`src/rtl/dram_pkg.sv`:
```
// Shared widths, defaults and FSM encoding for the DRAM arbiter slice.
// Imported by the arbiter top and its round-robin picker.
package dram_pkg;

    localparam int ADDR_W          = 9;
    localparam int DATA_W          = 16;
    localparam int N_CORES_DEFAULT = 4;

    typedef enum logic [1:0] {
        IDLE,
        ACCESS,
        RDWAIT,
        DONE
    } state_t;

    // Rotating search position: (base + offset) wrapped into 0..n-1
    function automatic int wrapIdx(input int base, input int offset, input int n);
        return (base + offset) % n;
    endfunction

endpackage

```
`src/rtl/rr_picker.sv`:
```
// Combinational round-robin picker: first requesting core found when
// searching upward from the pointer, wrapping at N_CORES.
module rr_picker
    import dram_pkg::*;
#(
    parameter int N_CORES = N_CORES_DEFAULT,
    localparam int PTR_W = $clog2(N_CORES)
) (
    input  logic [N_CORES-1:0] i_req,
    input  logic [PTR_W-1:0]   i_rrPtr,
    output logic               o_valid,
    output logic [PTR_W-1:0]   o_winner
);

    logic [PTR_W-1:0] w_idx;

    // Walk offsets from farthest to nearest so the nearest requester wins
    always_comb begin
        o_valid  = 1'b0;
        o_winner = '0;
        w_idx    = '0;
        for (int k = N_CORES - 1; k >= 0; k--) begin
            w_idx = PTR_W'(wrapIdx(int'(i_rrPtr), k, N_CORES));
            if (i_req[w_idx]) begin
                o_valid  = 1'b1;
                o_winner = w_idx;
            end
        end
    end

endmodule

```
`src/rtl/dram_arbiter.sv`:
```
// Round-robin arbiter giving N_CORES requesters turns at one 512x16
// single-port RAM; every output comes straight from a register.
module dram_arbiter
    import dram_pkg::*;
#(
    parameter int N_CORES = N_CORES_DEFAULT,
    localparam int PTR_W = $clog2(N_CORES)
) (
    input  logic                      clk,
    input  logic                      rst,
    input  logic [N_CORES-1:0]        req,
    input  logic [N_CORES-1:0]        we,
    input  logic [N_CORES*ADDR_W-1:0] addr,
    input  logic [N_CORES*DATA_W-1:0] wdata,
    output logic [N_CORES-1:0]        ack,
    output logic [DATA_W-1:0]         rdata,
    output logic                      busy,
    output logic                      ram_write_en,
    output logic                      ram_read_en,
    output logic [ADDR_W-1:0]         ram_addr,
    output logic [DATA_W-1:0]         ram_wdata,
    input  logic [DATA_W-1:0]         ram_rdata
);

    state_t               r_state;
    logic [PTR_W-1:0]     r_rrPtr;
    logic [PTR_W-1:0]     r_winner;
    logic [N_CORES-1:0]   r_ack;
    logic [DATA_W-1:0]    r_rdata;
    logic                 r_busy;
    logic                 r_ramWriteEn;
    logic                 r_ramReadEn;
    logic [ADDR_W-1:0]    r_ramAddr;
    logic [DATA_W-1:0]    r_ramWdata;

    logic                 w_pickValid;
    logic [PTR_W-1:0]     w_pickWinner;

    rr_picker #(
        .N_CORES (N_CORES)
    ) u_picker (
        .i_req    (req),
        .i_rrPtr  (r_rrPtr),
        .o_valid  (w_pickValid),
        .o_winner (w_pickWinner)
    );

    // IDLE -> ACCESS -> (RDWAIT for reads) -> DONE -> IDLE; requests are
    // only looked at in IDLE, so anything arriving mid-access simply waits.
    always_ff @(posedge clk or posedge rst) begin
        if (rst) begin
            r_state      <= IDLE;
            r_rrPtr      <= '0;
            r_winner     <= '0;
            r_ack        <= '0;
            r_rdata      <= '0;
            r_busy       <= 1'b0;
            r_ramWriteEn <= 1'b0;
            r_ramReadEn  <= 1'b0;
            r_ramAddr    <= '0;
            r_ramWdata   <= '0;
        end else begin
            case (r_state)
                IDLE: begin
                    r_ack <= '0;
                    if (w_pickValid) begin
                        r_winner     <= w_pickWinner;
                        r_rrPtr      <= PTR_W'(wrapIdx(int'(w_pickWinner), 1, N_CORES));
                        r_ramAddr    <= addr[int'(w_pickWinner)*ADDR_W +: ADDR_W];
                        r_ramWdata   <= wdata[int'(w_pickWinner)*DATA_W +: DATA_W];
                        r_ramWriteEn <= we[w_pickWinner];
                        r_ramReadEn  <= ~we[w_pickWinner];
                        r_busy       <= 1'b1;
                        r_state      <= ACCESS;
                    end
                end
                ACCESS: begin
                    // RAM samples the enables on this edge; the write flag picks the path
                    r_ramWriteEn <= 1'b0;
                    r_ramReadEn  <= 1'b0;
                    if (r_ramWriteEn) begin
                        r_ack   <= N_CORES'(1) << r_winner;
                        r_state <= DONE;
                    end else begin
                        r_state <= RDWAIT;
                    end
                end
                RDWAIT: begin
                    r_rdata <= ram_rdata;
                    r_ack   <= N_CORES'(1) << r_winner;
                    r_state <= DONE;
                end
                DONE: begin
                    r_ack   <= '0;
                    r_busy  <= 1'b0;
                    r_state <= IDLE;
                end
                default: begin
                    r_state <= IDLE;
                end
            endcase
        end
    end

    assign ack          = r_ack;
    assign rdata        = r_rdata;
    assign busy         = r_busy;
    assign ram_write_en = r_ramWriteEn;
    assign ram_read_en  = r_ramReadEn;
    assign ram_addr     = r_ramAddr;
    assign ram_wdata    = r_ramWdata;

endmodule

```
`config.mk`:
```
export PLATFORM = sky130hd
export DESIGN_NAME = dram_arbiter
export DESIGN_NICKNAME = d
export VERILOG_FILES = /design/src/rtl/dram_pkg.sv /design/src/rtl/rr_picker.sv /design/src/rtl/dram_arbiter.sv
export SDC_FILE = /design/constraint.sdc
export NUM_CORES = 1
export LEC_CHECK = 0
export CORE_UTILIZATION = 37
export CTS_CLUSTER_DIAMETER = 40
export CTS_CLUSTER_SIZE = 14
export DETAILED_ROUTE_END_ITERATION = 10
export PLACE_DENSITY = 0.8
export SLEW_MARGIN = 20
export SYNTH_ARGS = -nofsm -noshare
export SYNTH_HDL_FRONTEND = slang
export SYNTH_HIERARCHICAL = 1
export SYNTH_SLANG_ARGS = --single-unit
```
`constraint.sdc`:
```
create_clock -name clk -period 2.9 [get_ports clk]
set_input_delay 0.87 -clock clk [delete_from_list [all_inputs] [get_ports clk]]
set_output_delay 0.87 -clock clk [all_outputs]
set_load 0.03 [all_outputs]
```
Clock nets:
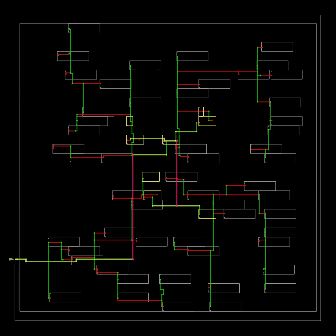
number of clock sinks: 54
tally of clock buffers in the finished layout: 7
worst setup skew after layout: 0.00880 ns

Where the registers sit:
Bar = 20 um. Other sequential cells in the stronger grey, the rest of the logic in the fainter grey.
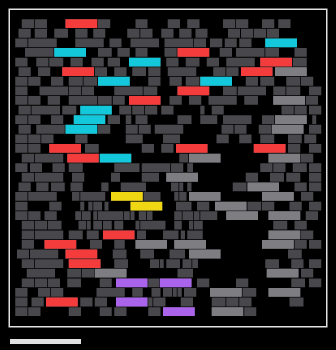
ram_wdata -> red  # flops 16, where widely spread
ack -> purple  # flops 4, where bottom centre
r_rrPtr -> yellow  # flops 2
ram_addr -> cyan  # flops 9
not coloured = 23
sequential power: 0.00135 W
final standard cell utilization of the core: 66.0%

==> results_dict.tcl <==
# collected from the flow reports
set metrics [dict create \
    cts.repair_timing.setup_buffer_count 0 \
    cts.repair.resized 0 \
    worst_hold_slack_ns 0.489 \
    synth_nets 318 \
    timing.setup.tns_ns 0 \
    pwr-share-clk_pct 9.0 \
    pg_comb_w 0.00299 \
    maxPowerGroup "combinational cells" \
    clock_pin_slew_reported_for_the_worst_setup_and_hold_paths_after_clock_tree_synthesis_ns 0.10 \
    coreArea_um2 7330 \
    worstMarginPinSlew_ns 0.707 \
    fraction_of_final_layout_cells_with_drive_strength_greater_than_1_pct 24.4 \
    vias_in_the_first_global_route 2352 \
    detail-route-antenna-nets 0 \
    drt_drc 0 \
    vias_per_cell 5.01 \
    share_of_the_cycle_needed_by_the_critical_path_after_routing_pct 93.3 \
    firstDrtPassIters 4 \
    finalWeightedCongestion 0.691 \
    synth_top_flop_cell "sky130_fd_sc_hd__dfrtp_1" \
    tritoncts_clock_tree "yes" \
    seq_power_share_pct 28.4 \
    grt_remaining_overflow 0 \
    htree_num_levels 2 \
    rsz0062_at_grt "false" \
    floorplan.die.width_um 89.6 \
    syn2layout_area_growth_pct 70.6 \
    critPathKind "in2reg" \
    wp_data_required_ns 3.09 \
    portBuffers 173 \
    final-seq-area_um2 1350 \
    netlist_top_cells_area "sky130_fd_sc_hd__dfrtp_1, sky130_fd_sc_hd__mux4_2, sky130_fd_sc_hd__mux2_2" \
    crit_path_capture_type "register" \
    antenna_found_initial 0 \
    combPwrFrac_pct 62.7 \
    swShare_pct 39.3 \
    fp_util_pct 38.7 \
    power.clock.total_w 0.000428 \
    power_density_nw_per_um2 986 \
    root_buffer "sky130_fd_sc_hd__clkbuf_8" \
    outcome "finished, final reports clean" \
    top_cell_area_share_pct 47.6 \
    syn_area_um2 2840 \
    synth.distinct_cells 26 \
    floorplan.rows 31 \
    post_cts_hold_fix_buffer_tally 0 \
    pin_count_of_the_biggest_net_entering_global_routing 33 \
    synth-area-yosys_um2 2840 \
    drt_first_iter_violations 31 \
    detailed_place_hpwl_um 6000 \
    power.leakage_nw 1.91 \
    cts_inserted_buffers 5 \
    end_of_the_worst_register_to_register_path "ram_wdata[11]$_DFFE_PP0P_" \
    globalRouteTotalUtil_pct 18.4 \
    maxSlewHeadroom_pct 52.8 \
    timing.critical_path.to "ram_wdata[11]$_DFFE_PP0P_" \
    post_drt_wl_per_cell_um 15.6 \
    asyncSetResetFlopFracSynth_pct 100 \
    vdd_drop_max_v 0.000354 \
    setup_viol_count_final 0 \
    reg2regPathDepth 5 \
    worst_setup_startpoint "req[3]" \
    synth_sequential_area_ratio_pct 47.6 \
    yosys_warnings 6 \
    slew_viol_final 0 \
    nNetsFinal 495 \
    arrival_ns 2.90 \
    die_outline_area_um2 8020 \
    finalHoldViolCount 0 \
    finalCriticalPeriod_ns 2.71 \
    startpoint_types "input pin" \
    netlist.top_cell.by_instances "sky130_fd_sc_hd__dfrtp_1" \
    timing.max_cap.violations 0 \
]
metrics by stage:
stage | instance area [um2] | setup slack (ns) | power (W)
finish | 4840 | 0.194 | 0.00477
global route | 4840 | 0.104 | 0.00507
CTS | 4840 | 0.188 | 0.00484
detailed placement | 4750 | -0.138 | 0.00440
global placement | 4750 | -0.0779 | 0.00432
floorplan | 2840 | 0.484 | 0.00324
worst max-delay path, stage by stage:
cell	delay, ns
sky130_fd_sc_hd__clkdlybuf4s50_1	0.52
sky130_fd_sc_hd__mux2i_1	0.14
sky130_fd_sc_hd__a211oi_4	0.31
sky130_fd_sc_hd__buf_4	0.26
sky130_fd_sc_hd__mux4_2	0.52
sky130_fd_sc_hd__mux2_2	0.27
metal layers:
layer | global-route usage (%) | share of wire, % | vias to the layer above
li1 | - | - | 1061
met1 | 20.1 | 36 | 1141
met2 | 34.2 | 54 | 114
met3 | 5.63 | 8.6 | 10
met4 | 5.19 | 1.7 | 0
met5 | 0 | 0 | -
state kept, by name, summed over array words and instances, names as in the netlist:
signal	cells
ram_read_en	1
r_rrPtr	2
r_winner	2
rdata	16
ram_addr	9
ack	4
r_state	2
busy	1
ram_write_en	1
ram_wdata	16
logic make-up after synthesis:
family	synth area share, %
AND-OR/OR-AND	4.59
XOR/XNOR	0.309
adder cells (fa/ha/maj)	2.21
buffers and inverters	3.09
flip-flops	47.6
multiplexers	38.5
AND/OR/NAND/NOR	3.71
how the worst min path moves through the flow:
stage	cells past startpoint	from	slack, ns	to
floorplan	1	r_winner[0]$_DFFE_PP0P_	0.47	ack[2]$_DFFE_PP0P_
global placement	2	ack[3]$_DFFE_PP0P_	0.46	ack[3]$_DFFE_PP0P_
detailed placement	2	ack[2]$_DFFE_PP0P_	0.47	ack[2]$_DFFE_PP0P_
CTS	2	ack[2]$_DFFE_PP0P_	0.50	ack[2]$_DFFE_PP0P_
global route	2	ack[3]$_DFFE_PP0P_	0.52	ack[3]$_DFFE_PP0P_
finish	2	ack[2]$_DFFE_PP0P_	0.49	ack[2]$_DFFE_PP0P_
area by class of cell:
| class | instances | share of cell area (%) |
|---|---|---|
| Inverter | 4 | 0.310 |
| Clock inverter | 1 | 0.103 |
| Sequential cell | 54 | 27.9 |
| Multi-Input combinational cell | 117 | 29.1 |
| Clock buffer | 7 | 1.78 |
| Tap cell | 99 | 2.56 |
| Timing Repair Buffer | 182 | 38.2 |
cells in the final DEF (no fill, tap or decap), types with 4 or more instances in the layout:
cell type                         instances
sky130_fd_sc_hd__mux4_2                  26
sky130_fd_sc_hd__nor2_1                   5
sky130_fd_sc_hd__dfrtp_1                 54
sky130_fd_sc_hd__buf_12                   4
sky130_fd_sc_hd__buf_4                    5
sky130_fd_sc_hd__clkbuf_8                 6
sky130_fd_sc_hd__ha_1                     5
sky130_fd_sc_hd__clkdlybuf4s50_1        173
sky130_fd_sc_hd__nand2_1                  8
sky130_fd_sc_hd__o31ai_1                  4
sky130_fd_sc_hd__mux2_2                  44
Power is estimated from default activity; no workload was simulated.
